<file path="config.mk">
export PLATFORM = sky130hd
export DESIGN_NAME = ex_muldiv_ctrl
export DESIGN_NICKNAME = d
export VERILOG_FILES = /design/src/rtl/ex_muldiv_ctrl.sv
export SDC_FILE = /design/constraint.sdc
export NUM_CORES = 1
export LEC_CHECK = 0
export CORE_MARGIN = 2
export CORE_UTILIZATION = 59
export DETAILED_ROUTE_END_ITERATION = 7
export PLACE_DENSITY = 0.88
export SLEW_MARGIN = 20
export SYNTH_ARGS = -nofsm -noshare
export SYNTH_HDL_FRONTEND = slang
export SYNTH_SLANG_ARGS = --single-unit
</file>
<file path="constraint.sdc">
create_clock -name i_clock -period 4 [get_ports i_clock]
set_input_delay 0.6 -clock i_clock [delete_from_list [all_inputs] [get_ports i_clock]]
set_output_delay 0.6 -clock i_clock [all_outputs]
set_load 0.02 [all_outputs]
</file>
<file path="src/rtl/ex_muldiv_ctrl.sv">
// Iterative 32-step multiply/divide sequencer with HI/LO ownership and pipeline stall generation.
// Shift-add multiply and restoring divide share one accumulator pair; signs are fixed up in FIX.
module ex_muldiv_ctrl #(
    parameter int NB_DATA = 32,
    parameter int NB_OP   = 2,
    parameter int NB_CNT  = 6
) (
    input  logic               i_clock,
    input  logic               i_reset,
    input  logic               i_start,
    input  logic [NB_OP-1:0]   i_op,
    input  logic [NB_DATA-1:0] i_data_a,
    input  logic [NB_DATA-1:0] i_data_b,
    input  logic               i_mthi,
    input  logic               i_mtlo,
    input  logic               i_mf_req,
    output logic [NB_DATA-1:0] o_hi,
    output logic [NB_DATA-1:0] o_lo,
    output logic               o_busy,
    output logic               o_stall,
    output logic               o_done
);

    typedef enum logic [1:0] {IDLE, RUN, FIX} state_t;

    localparam logic [NB_CNT-1:0] LAST_ITER = NB_CNT'(NB_DATA - 1);

    state_t             state, state_next;
    logic [NB_CNT-1:0]  cnt;
    logic [NB_DATA-1:0] acc_hi, acc_lo, operand;
    logic               is_div, sign_a, sign_b, div_zero;

    logic [NB_DATA:0]   mul_sum, rem_shift, rem_diff;
    logic [NB_DATA-1:0] step_hi, step_lo;
    logic               start_div_zero;

    function automatic logic [NB_DATA-1:0] neg_if(input logic [NB_DATA-1:0] v, input logic neg);
        return neg ? -v : v;
    endfunction

    function automatic logic [2*NB_DATA-1:0] neg_if_wide(input logic [2*NB_DATA-1:0] v, input logic neg);
        return neg ? -v : v;
    endfunction

    assign start_div_zero = i_op[1] && (i_data_b == '0);

    always_comb begin
        state_next = state;
        case (state)
            IDLE:    if (i_start) state_next = start_div_zero ? FIX : RUN;
            RUN:     if (cnt == LAST_ITER) state_next = FIX;
            FIX:     state_next = IDLE;
            default: state_next = IDLE;
        endcase
    end

    // One iteration: multiply adds the multiplicand when the low bit is set and shifts right;
    // divide shifts the dividend into the remainder and keeps the subtraction if it does not borrow.
    always_comb begin
        mul_sum   = {1'b0, acc_hi} + (acc_lo[0] ? {1'b0, operand} : '0);
        rem_shift = {acc_hi, acc_lo[NB_DATA-1]};
        rem_diff  = rem_shift - {1'b0, operand};
        step_hi   = mul_sum[NB_DATA:1];
        step_lo   = {mul_sum[0], acc_lo[NB_DATA-1:1]};
        if (is_div) begin
            if (!rem_diff[NB_DATA]) begin
                step_hi = rem_diff[NB_DATA-1:0];
                step_lo = {acc_lo[NB_DATA-2:0], 1'b1};
            end else begin
                step_hi = rem_shift[NB_DATA-1:0];
                step_lo = {acc_lo[NB_DATA-2:0], 1'b0};
            end
        end
    end

    always_ff @(posedge i_clock or negedge i_reset) begin
        if (!i_reset) begin
            state  <= IDLE;
            cnt    <= '0;
            o_busy <= 1'b0;
        end else begin
            state  <= state_next;
            o_busy <= (state_next != IDLE);
            if (state == RUN) cnt <= cnt + 1'b1;
            else              cnt <= '0;
        end
    end

    always_ff @(posedge i_clock or negedge i_reset) begin
        if (!i_reset) begin
            acc_hi   <= '0;
            acc_lo   <= '0;
            operand  <= '0;
            is_div   <= 1'b0;
            sign_a   <= 1'b0;
            sign_b   <= 1'b0;
            div_zero <= 1'b0;
            o_hi     <= '0;
            o_lo     <= '0;
        end else begin
            case (state)
                IDLE: begin
                    if (i_start) begin
                        is_div   <= i_op[1];
                        sign_a   <= i_op[0] & i_data_a[NB_DATA-1];
                        sign_b   <= i_op[0] & i_data_b[NB_DATA-1];
                        div_zero <= start_div_zero;
                        operand  <= neg_if(i_data_b, i_op[0] & i_data_b[NB_DATA-1]);
                        // Divide-by-zero keeps the raw dividend so HI can return it untouched.
                        acc_hi   <= start_div_zero ? i_data_a : '0;
                        acc_lo   <= neg_if(i_data_a, i_op[0] & i_data_a[NB_DATA-1]);
                    end else begin
                        if (i_mthi) o_hi <= i_data_a;
                        if (i_mtlo) o_lo <= i_data_a;
                    end
                end
                RUN: begin
                    acc_hi <= step_hi;
                    acc_lo <= step_lo;
                end
                FIX: begin
                    if (div_zero) begin
                        o_hi <= acc_hi;
                        o_lo <= '1;
                    end else if (is_div) begin
                        o_hi <= neg_if(acc_hi, sign_a);
                        o_lo <= neg_if(acc_lo, sign_a ^ sign_b);
                    end else begin
                        {o_hi, o_lo} <= neg_if_wide({acc_hi, acc_lo}, sign_a ^ sign_b);
                    end
                end
                default: ;
            endcase
        end
    end

    assign o_done  = (state == FIX);
    assign o_stall = (i_start & (state == IDLE)) | o_busy | (i_mf_req & o_busy);

endmodule

</file>
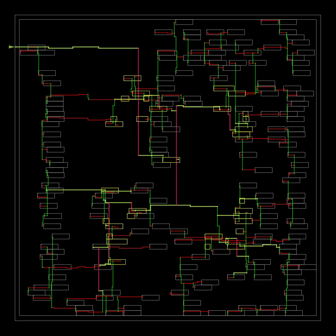
**Above:** clock nets.
CTS buffer count: 17
clk ins delay skew pair: 450 ps
P_clk: 0.00178 W

==> run_results.csv <==
group,metric,value,unit
critical_path,arrival,4130,ps
timing,final-max-slew-violation-count,0,
placed_design,portBuffers,137,
logic_synthesis,ys_types,76,
cells_and_area,postLayoutCellArea,17500,sq um
global_route,antenna_found_initial,0,
pwr,peakVddDrop,379,uV
floorplan,num_io_pins,139,
logic_synthesis,topCellsByArea,"dfrtp_1 29%, nand2_1 5.8%, ha_1 5.8%",
logic_synthesis,ys_warn_count,0,
detailed_routing,wl_met2,22.9,mm
logic_synthesis,yosysChipArea,14900,sq um
critical_path,cp-start-kind,"flip-flop",
timing,fin_crit_sh,95.1,%
clock_network,cts_setup_buffers,0,
detailed_routing,vias_per_cell,6.55,
clock_network,clk_pin_slew,80,ps
detailed_routing,drtAntennaViolNets,0,
timing,fmax,263,MHz
logic_synthesis,ys_seq_share,29.1,%
pwr,switching_share,49.7,%
pwr,combPwrFrac,66.2,%
global_route,grt_max_degree,95,
logic_synthesis,synth_nets,2065,
cells_and_area,ff_latch_area,4330,sq um
global_route,grt_pass1_wl,79.4,mm
detailed_routing,wl_per_cell,21.3,microns
critical_path,critPathMaxStageDelay,440,ps
logic_synthesis,ys_cells,1922,
clock_network,cts.repair.resized,0,
pwr,power,0.0153,W
cells_and_area,lay_top_count,"nand2_1",
cells_and_area,antenna_cells,0,
placed_design,place.gp.congestion,1.05,
detailed_routing,first_iter_violations,1694,
critical_path,critical-path-slowest-cell,"dfrtp_1",
detailed_routing,highest_layer,"met4",
critical_path,ff2ff_path_depth,13,
clock_network,cts_max_level,4,
timing,finalHoldViolCount,0,
pwr,pg_seq,0.00337,W
cells_and_area,flop-count,173,
pwr,internal_power,0.00768,W
clock_network,root_buffer,"clkbuf_16",
placed_design,post-dp-hpwl,38.8,mm
clock_network,postCtsHoldBufs,0,
floorplan,taps,330,
cells_and_area,inverters,66,
cells_and_area,buffers,222,
detailed_routing,totalWireLength,50.6,mm
hold_path,min_path_type,"input pin to asynchronous set/reset pin",
timing,tightest_slew,764,ps
pwr,p_sw,0.00758,W
timing,finalClockSkew,17.7,ps
cells_and_area,synthToLayoutAreaGrowth,17.7,%
timing,tns,0,ps
global_route,grt_use_total,38.3,%
cells_and_area,comb_share,56.2,%
global_route,grtUsageMet1,47.9,%
floorplan,fp_util,59.7,%
cells_and_area,lay_top_cells,"232 x nand2_1, 172 x dfrtp_1, 164 x nor2_1",
cells_and_area,layout.cells.non_filler,2373,
logic_synthesis,top_cells_by_count,"232 x nand2_1, 173 x dfrtp_1, 164 x nor2_1",
cells_and_area,dominant_cells,"combinational gates",
timing,whs,188,ps
status,status,"finished clean",
global_route,use_met3,7.31,%
floorplan,die_w,163,microns
cells_and_area,final_util,70.2,%
placed_design,place_inst,2340,
cells_and_area,drive_above_1_share,7.29,%
pwr,pwr-share-seq,22.1,%
critical_path,cp.depth,13,
cells_and_area,clkbuf_count,18,
critical_path,r2r_setup_slack,190,ps
critical_path,crit_path_cell_trace,"inv_1 -> buf_4 -> nor2_1 -> ha_1 -> a211oi_1 -> nor2_1 -> a2111oi_4 -> nor4_2 -> o21ai_2 -> a31oi_2 -> a21oi_1 -> nor3_1 -> a311o_1",
global_route,grt-busiest-layer,"met2",
logic_synthesis,ys_sh_simple,19.7,%
timing,min_period,3810,ps
cells_and_area,fin_nets,2173,
pwr,powerComb,0.0101,W
critical_path,path_buffers,2,
timing,worst_slack,194,ps
detailed_routing,wl_met1,19.8,mm
placed_design,place_ws,177,ps
critical_path,critPathCapture,"acc_hi[31]",
critical_path,worst-setup-path-type,"flip-flop to flip-flop",
clock_network,cts.sinks,173,
logic_synthesis,numSynthFlops,173,
logic_synthesis,ys_top_logic_family,"AND-OR/OR-AND gates",
logic_synthesis,syn_avg_cell_area,7.75,sq um
flow_run,cap_violations,0,
logic_synthesis,top_area_cell,"dfrtp_1",
critical_path,path_delay_family,"AND-OR/OR-AND gates",
global_route,use_met2,62.6,%
flow_run,warnings,27,
clock_network,tritoncts,"yes",
global_route,grt_pass1_vias,14900,
critical_path,path_common_cell,"nor2_1",
floorplan,die_height,163,microns
cells_and_area,clk_share,3.45,%
clock_network,cts.path.max_buffers,2,
detailed_routing,drc_errors,0,
critical_path,reg2reg_to,"acc_hi[31]",
global_route,gr-total-overflow,0,
critical_path,cp-end-kind,"flip-flop",
floorplan,die-area,26500,sq um
critical_path,r2r-start,"acc_lo[0]",
pwr,p_per_area,871,nW/um^2
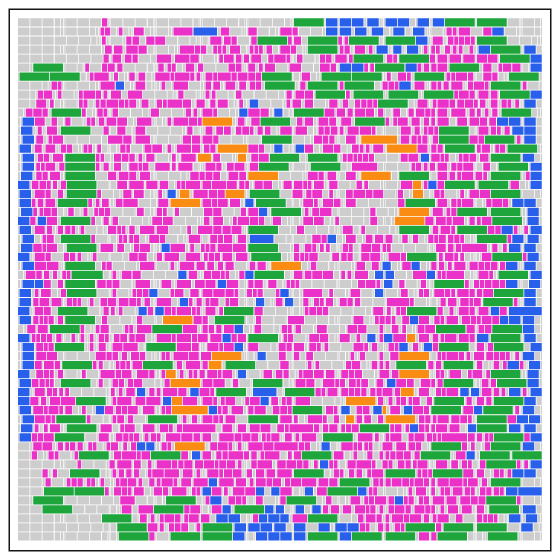
**Above:** cells coloured by class.
Fill, decap, tap and diode cells in grey.
Key: clock drivers and dummy loads = orange [cells 32, share of their area 3.5%]; combinational and other logic = magenta [cells 1616, share of their area 59%]; sequential cells = green [cells 173, share of their area 25%]; remaining buffers and delay cells = blue [cells 222, share of their area 12%]
sequential share of cell area: 24.7%
Rows: 58
core region area: 25000 sq um

Power is estimated from default activity; no workload was simulated.
